==> config.mk <==
export PLATFORM = sky130hd
export DESIGN_NAME = multicycle_ctrl
export DESIGN_NICKNAME = d
export VERILOG_FILES = /design/src/rtl/multicycle_ctrl.sv
export SDC_FILE = /design/constraint.sdc
export NUM_CORES = 1
export LEC_CHECK = 0
export CAP_MARGIN = 20
export CORE_MARGIN = 5
export CORE_UTILIZATION = 30
export CTS_CLUSTER_DIAMETER = 100
export DETAILED_ROUTE_END_ITERATION = 10
export PLACE_DENSITY_LB_ADDON = 0.1
export SLEW_MARGIN = 20
export SYNTH_ARGS = -nofsm -noshare
export SYNTH_HDL_FRONTEND = slang
export SYNTH_SLANG_ARGS = --single-unit
==> constraint.sdc <==
create_clock -name clk -period 3.6 [get_ports clk]
set_input_delay 0.36 -clock clk [delete_from_list [all_inputs] [get_ports clk]]
set_output_delay 0.36 -clock clk [all_outputs]
set_load 0.01 [all_outputs]
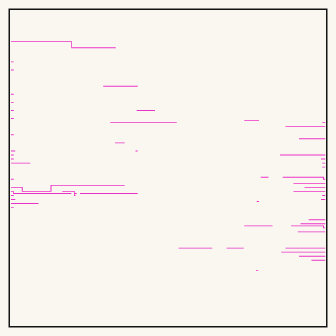
Figure 1: run 1, metal 3.
48 nets have wire on it. The layer holds 5.0% of the routed length. The wires run mostly horizontal. The layer carries 383 microns of wire. The longest straight run is 24.6 microns.
total routed wirelength: 7.602 mm
met3 track demand over resource: 2.975%
via count: 2569

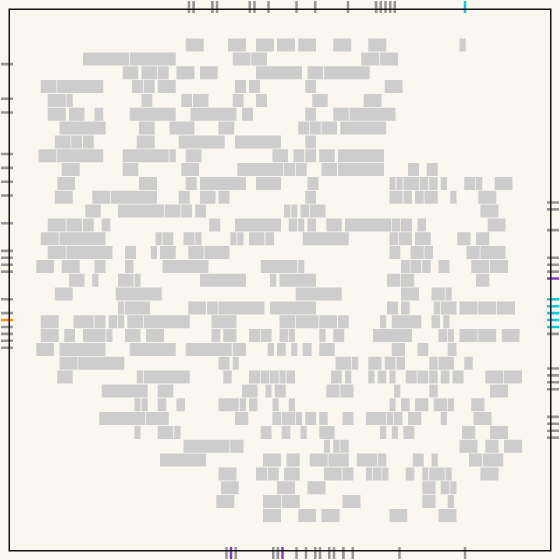
Figure 2: run 1, pin map.
Pins as bars across the die edge, other pins in gray.
state: marked purple, pins 3, direction output, edge 2 bottom, 1 right. ALUOp: marked cyan, pins 6, direction output, edge 5 right, 1 top. rst: marked orange, pins 1, direction input, edge left.
All pins by edge: 21 right, 19 left, 16 top, 16 bottom.
die boundary width: 106.2 microns
Port Buffers: 70

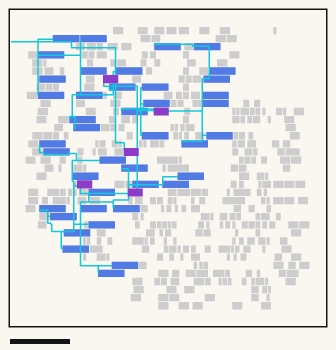
Figure 3: run 1, routed clock nets over the placement.
Scale bar: 20 microns.
cells driving clock nets: marked purple, count 5. flip-flops: marked blue, count 41. clock wires: marked cyan, length 545 microns.
There are 6 routed clock nets.
Max Clock Skew: 0.006258 ns
Clk Latency, worst-skew pair: 0.29 ns
power dissipated in the clock network: 0.287 mW

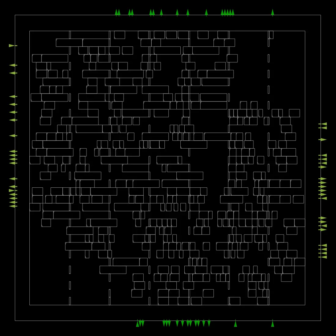
Figure 4: run 1, placed standard cells.
final cell count without fillers: 502
fill count: 933
core utilization of the finished layout: 40.70%
total core area: 9109 sq um
flip-flop and latch share of the layout cell area: 27.67%

==> run summary, run 1 <==
Notes on the flow run.

- The flow ran to the end, and the final reports show no timing, DRC or antenna violations.
- The number of standard cells after synthesis is ~320, for reference.
- The total number of cells along the worst setup path is 9, for reference.
- The wire length of the first global-routing pass is between 10 and 15 mm, for reference.
- The power density over the cells is between 300 and 400 nW/um^2, for reference.
- The share of the core filled by cells before placement is between 30% and 40%, for reference.
- Per the Yosys statistics, synthesis produced roughly 320 cells.
- At the worst endpoint, the required time is 3.24 ns.
- The antenna diode instance count is 0, for reference.
- Of the cells placed in the final design, the portion with a size suffix greater than 1 is under 10%.
- After synthesis, the most frequently instantiated cells are 41 x sky130_fd_sc_hd__dfrtp_1, 32 x sky130_fd_sc_hd__nor2_1, 32 x sky130_fd_sc_hd__xnor2_1.
- The hold-fix buffer count after cts is 0, for reference.
- The floorplan has 35 rows.
- In the final timing run, aggregate negative setup slack is 0 ns.
- The number of failing hold endpoints at the final stage is 0, for reference.
- The overall power of the completed layout is 1.479 mW, for reference.
- The chip footprint is about 11000 sq um, for reference.
- The tightest slew margin relative to the limit is a little under 60%, for reference.
- The post-route minimum period is ~3.3 ns, for reference.
- Looking at the max-slew report, the worst-margin pin has a slew of approximately 0.63 ns.
- The initial antenna violation count is 0, for reference.
- The post-synthesis average cell area is between 8 and 9 sq um, for reference.
- The final tally of setup violations is 0, for reference.
- The net total in the final layout is about 410, for reference.
- The number of nets in the synthesized netlist is about 340.
- Counting along the longest clock path gives a buffer depth of 2.
- The nature of the critical path endpoint is an output pin, for reference.
- The script parses the final routing iteration and logs DRC violations as 0.
- According to the CTS report, the clock sink count is between 40 and 50.
- The portion of synthesized cell area occupied by the leading cell type is a little under two fifths, for reference.
- The average wire length per cell after detail routing is around 15 microns, for reference.
- The cell-mix breakdown from Yosys lists the simple-gate area share as 31.24%.
- The clock transition at the registers of the reported paths is 0.07 ns, for reference.
- The number of search-and-repair iterations in the first detailed-routing pass is 4, for reference.
- The largest delay contributor family on the critical path is simple AND/OR/NAND/NOR gates, for reference.
- Post-route period utilization is reported as between 90% and 100%.
- The mapped netlist covers ~2800 sq um.
- The cell-mix breakdown from Yosys lists the compound-gate area share as 13.84%.
- The wire-length estimate of the detail-placed layout is ~5.5 mm.
- Per the GRT congestion report, total overflow comes to 0.
- After synthesis, the share of flip-flops with an asynchronous set or reset is 100.0%.
- The aggregate global-route resource usage is around 14%, for reference.
## run 1: stage by stage
stage                     std cells  instance area [sq um]
after floorplan                 322                   2775
after detailed placement        494                   3625
final                           502                   3707
after global placement          494                   3625
after global routing            502                   3707
after CTS                       502                   3707
## run 1: cell usage in the layout (no fill, tap or decap), drive strengths merged, types with 3 or more instances in the layout
master | Yosys | final
clkdlybuf4s50 | 0 | 70
dfrtp | 41 | 41
nor2 | 32 | 32
xnor2 | 32 | 32
nand2 | 22 | 22
nand4 | 21 | 21
nand3 | 17 | 17
o21ai | 14 | 14
a21oi | 14 | 14
buf | 10 | 14
and3 | 13 | 13
nand2b | 10 | 10
inv | 9 | 8
nor3 | 8 | 8
and2 | 7 | 7
clkbuf | 13 | 6
nor2b | 5 | 5
a31oi | 5 | 5
o211ai | 4 | 4
or2 | 3 | 3
nand3b | 3 | 3
nor4 | 3 | 3
clkinv | 0 | 3
## run 1: cell families (layout without fill, tap and decap cells)
| logic type | count (synthesis) | after routing |
|---|---|---|
| simple gates | 153 | 153 |
| compound gates | 57 | 57 |
| flops | 41 | 41 |
| xor+xnor | 34 | 34 |
| buf+inv | 32 | 101 |
| fa+ha+maj | 2 | 2 |
| mux | 2 | 2 |
| other cells | 1 | 1 |
## run 1: metal layers
layer	vias to the layer above	track usage [%]	wire [microns]
met5	-	0	0
met4	0	3.423	91
li1	1275	-	-
met3	8	2.975	383
met1	1223	18.55	3672
met2	63	22.17	3455
## run 1: layout make-up
class / instances / area, sq um / area share [%]
Clock buffer: 6 / 72.57 / 1.957
Clock inverter: 2 / 10.01 / 0.2700
Inverter: 9 / 33.78 / 0.9112
Multi-Input combinational cell: 249 / 1608 / 43.37
Sequential cell: 41 / 1026 / 27.67
Tap cell: 111 / 138.9 / 3.746
Timing Repair Buffer: 84 / 818.3 / 22.07
## run 1: power breakdown
| group | internal [mW] | switching, mW |
|---|---|---|
| Clock | 0.134 | 0.153 |
| Combinational | 0.275 | 0.342 |
| Sequential | 0.509 | 0.0671 |
| Total | 0.918 | 0.561 |
==> inputs of run 2 (changes only) <==
SLEW_MARGIN = default   (was 20)
==> run 2 against run 1 <==
Against the previous run: combinational power barely moved; via count did not move; power did not move; cell count did not move; maximum frequency did not move; area after synthesis did not move.
==> run summary, run 2 <==
Notes on the flow run.

- The number of failing hold endpoints at the final stage was 0 (unchanged).
- The number of search-and-repair iterations in the first detailed-routing pass came to 4 (unchanged).
- The post-route minimum period came to 3.286 ns (unchanged).
- The placement row count is 35 (unchanged).
- The wire length of the first global-routing pass is 12.79 mm (unchanged).
- The share of the core filled by cells before placement came to 30.47% (unchanged).
- The chip footprint is 11270 sq um (unchanged).
- The share of async-settable or async-resettable flops after synthesis is 100.0% (unchanged), for reference.
- The post-detailed-routing wire length is 7.602 mm (unchanged).
- The total nets after synthesis came to 340 (unchanged).
- The portion of synthesized cell area occupied by the leading cell type came to 36.97% (unchanged).
- The tightest slew margin relative to the limit was 58.20% (unchanged).
- The net total in the final layout came to 408 (unchanged).
- The part of the power in combinational logic is 41.7% (about the same), for reference.
- The aggregate negative setup slack is 0 ns (unchanged), for reference.
- The post-layout instance area was 3707 sq um (unchanged).
- The placed cell area is 3625 sq um (unchanged).
- Counting instances in the post-synthesis netlist gives the leading cell types as 41 x sky130_fd_sc_hd__dfrtp_1, 32 x sky130_fd_sc_hd__nor2_1, 32 x sky130_fd_sc_hd__xnor2_1.
- The routed via count divided by cell count is around 5, for reference.
- The number of standard cells reported by yosys is 322 (unchanged), for reference.
- The switching power as a share of total power is 37.94% (unchanged), for reference.
- The clock power share is 19.4% (about the same), for reference.
- The worst-case clock buffer depth is 2 (unchanged), for reference.
- The flow ran to the end, and the final reports show no timing, DRC or antenna violations.
- The number of buffer cells added on primary ports was 70 (unchanged).
- The die outline width came to 106.2 microns (unchanged).
- The switching power total is 0.5613 mW (unchanged), for reference.
- The nature of the critical path endpoint is an output pin, for reference.
- The post-route fraction of the period consumed by the critical path is 91.28% (unchanged), for reference.
- The internal power of the cells is 0.9179 mW (unchanged), for reference.
- The most common logic cells in the final layout are 70 x sky130_fd_sc_hd__clkdlybuf4s50_1, 41 x sky130_fd_sc_hd__dfrtp_1, 32 x sky130_fd_sc_hd__nor2_1, 32 x sky130_fd_sc_hd__xnor2_1, 22 x sky130_fd_sc_hd__nand2_1.
- The clock transition at the registers of the reported paths was 0.07 ns (about the same).
- The power density over the cells is 399.0 nW/um^2 (unchanged).
- The post-synthesis average cell area is 8.619 sq um (unchanged), for reference.
- The number of design rule violations left after detail routing is 0 (unchanged), for reference.
- The aggregate global-route resource usage was 13.69% (unchanged).
- The number of filler instances in the final layout was 933 (unchanged).
- The initial antenna violation count is 0 (unchanged), for reference.
- The hold-fix buffer count after cts was 0 (unchanged).
- The final tally of setup violations is 0 (unchanged), for reference.
- The average wire length per cell after detail routing is 15.14 microns (unchanged), for reference.
- The core area is 9109 sq um (unchanged), for reference.
- The final design utilization is 40.70% (unchanged), for reference.
- The sink count of the clock tree is 41 (unchanged), for reference.
- The area of the mapped netlist is 2775 sq um (unchanged).
- The endpoint required time on the critical path was 3.24 ns (about the same).
- The antenna diode instance count is 0 (unchanged), for reference.
[run 2: area by class of cell]
| type | count | area, sq um | share of cell area (%) |
|---|---|---|---|
| Clock buffer | 6 | 72.57 | 1.957 |
| Clock inverter | 2 | 10.01 | 0.2700 |
| Inverter | 9 | 33.78 | 0.9112 |
| Multi-Input combinational cell | 249 | 1608 | 43.37 |
| Sequential cell | 41 | 1026 | 27.67 |
| Tap cell | 111 | 138.9 | 3.746 |
| Timing Repair Buffer | 84 | 818.3 | 22.07 |
[run 2: worst max-delay path: cells and delay by family]
family,cells,cell delay [ns]
AND-OR/OR-AND,3,0.51
buffers and inverters,2,0.94
AND/OR/NAND/NOR,4,1.11
[run 2: logic make-up after synthesis]
| group | Yosys count | share of synthesized area, % |
|---|---|---|
| simple gates | 153 | 31.24 |
| compound gates | 57 | 13.84 |
| flops | 41 | 36.97 |
| xor+xnor | 34 | 10.73 |
| buf+inv | 32 | 5.365 |
| fa+ha+maj | 2 | 0.9016 |
| mux | 2 | 0.8115 |
| other cells | 1 | 0.1351 |
[run 2: through the flow]
step	hold slack [ns]	worst slack, ns	cells	power, mW
6_report	0.4588	0.3139	502	1.479
5_1_grt	0.4961	0.1377	502	1.589
4_1_cts	0.4672	0.2916	502	1.502
3_5_place_dp	0.4504	0.3029	494	1.206
3_3_place_gp	0.4466	0.3134	494	1.206
2_1_floorplan	0.4325	0.8347	322	0.9590
[run 2: power by group through the flow]
stage | Combinational [mW] | Clock [mW] | Sequential (mW)
after CTS | 0.625 | 0.302 | 0.575
after global routing | 0.684 | 0.320 | 0.585
after detailed placement | 0.624 | 0 | 0.582
after global placement | 0.623 | 0 | 0.583
after floorplan | 0.368 | 0 | 0.591
final | 0.616 | 0.287 | 0.576
[run 2: layer usage]
metal,track usage [%],routed length [microns]
met5,0,0
met1,18.55,3672
met3,2.975,383
met2,22.17,3455
met4,3.423,91
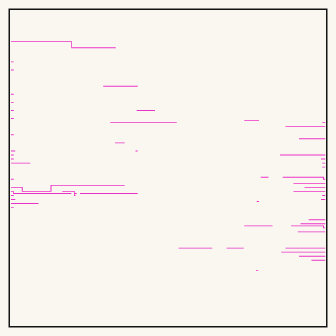
Figure 5: run 2, metal 3.
48 nets have wire on it. The wires run mostly horizontal. The longest straight run is 24.6 microns.

Power is estimated from default activity; no workload was simulated.
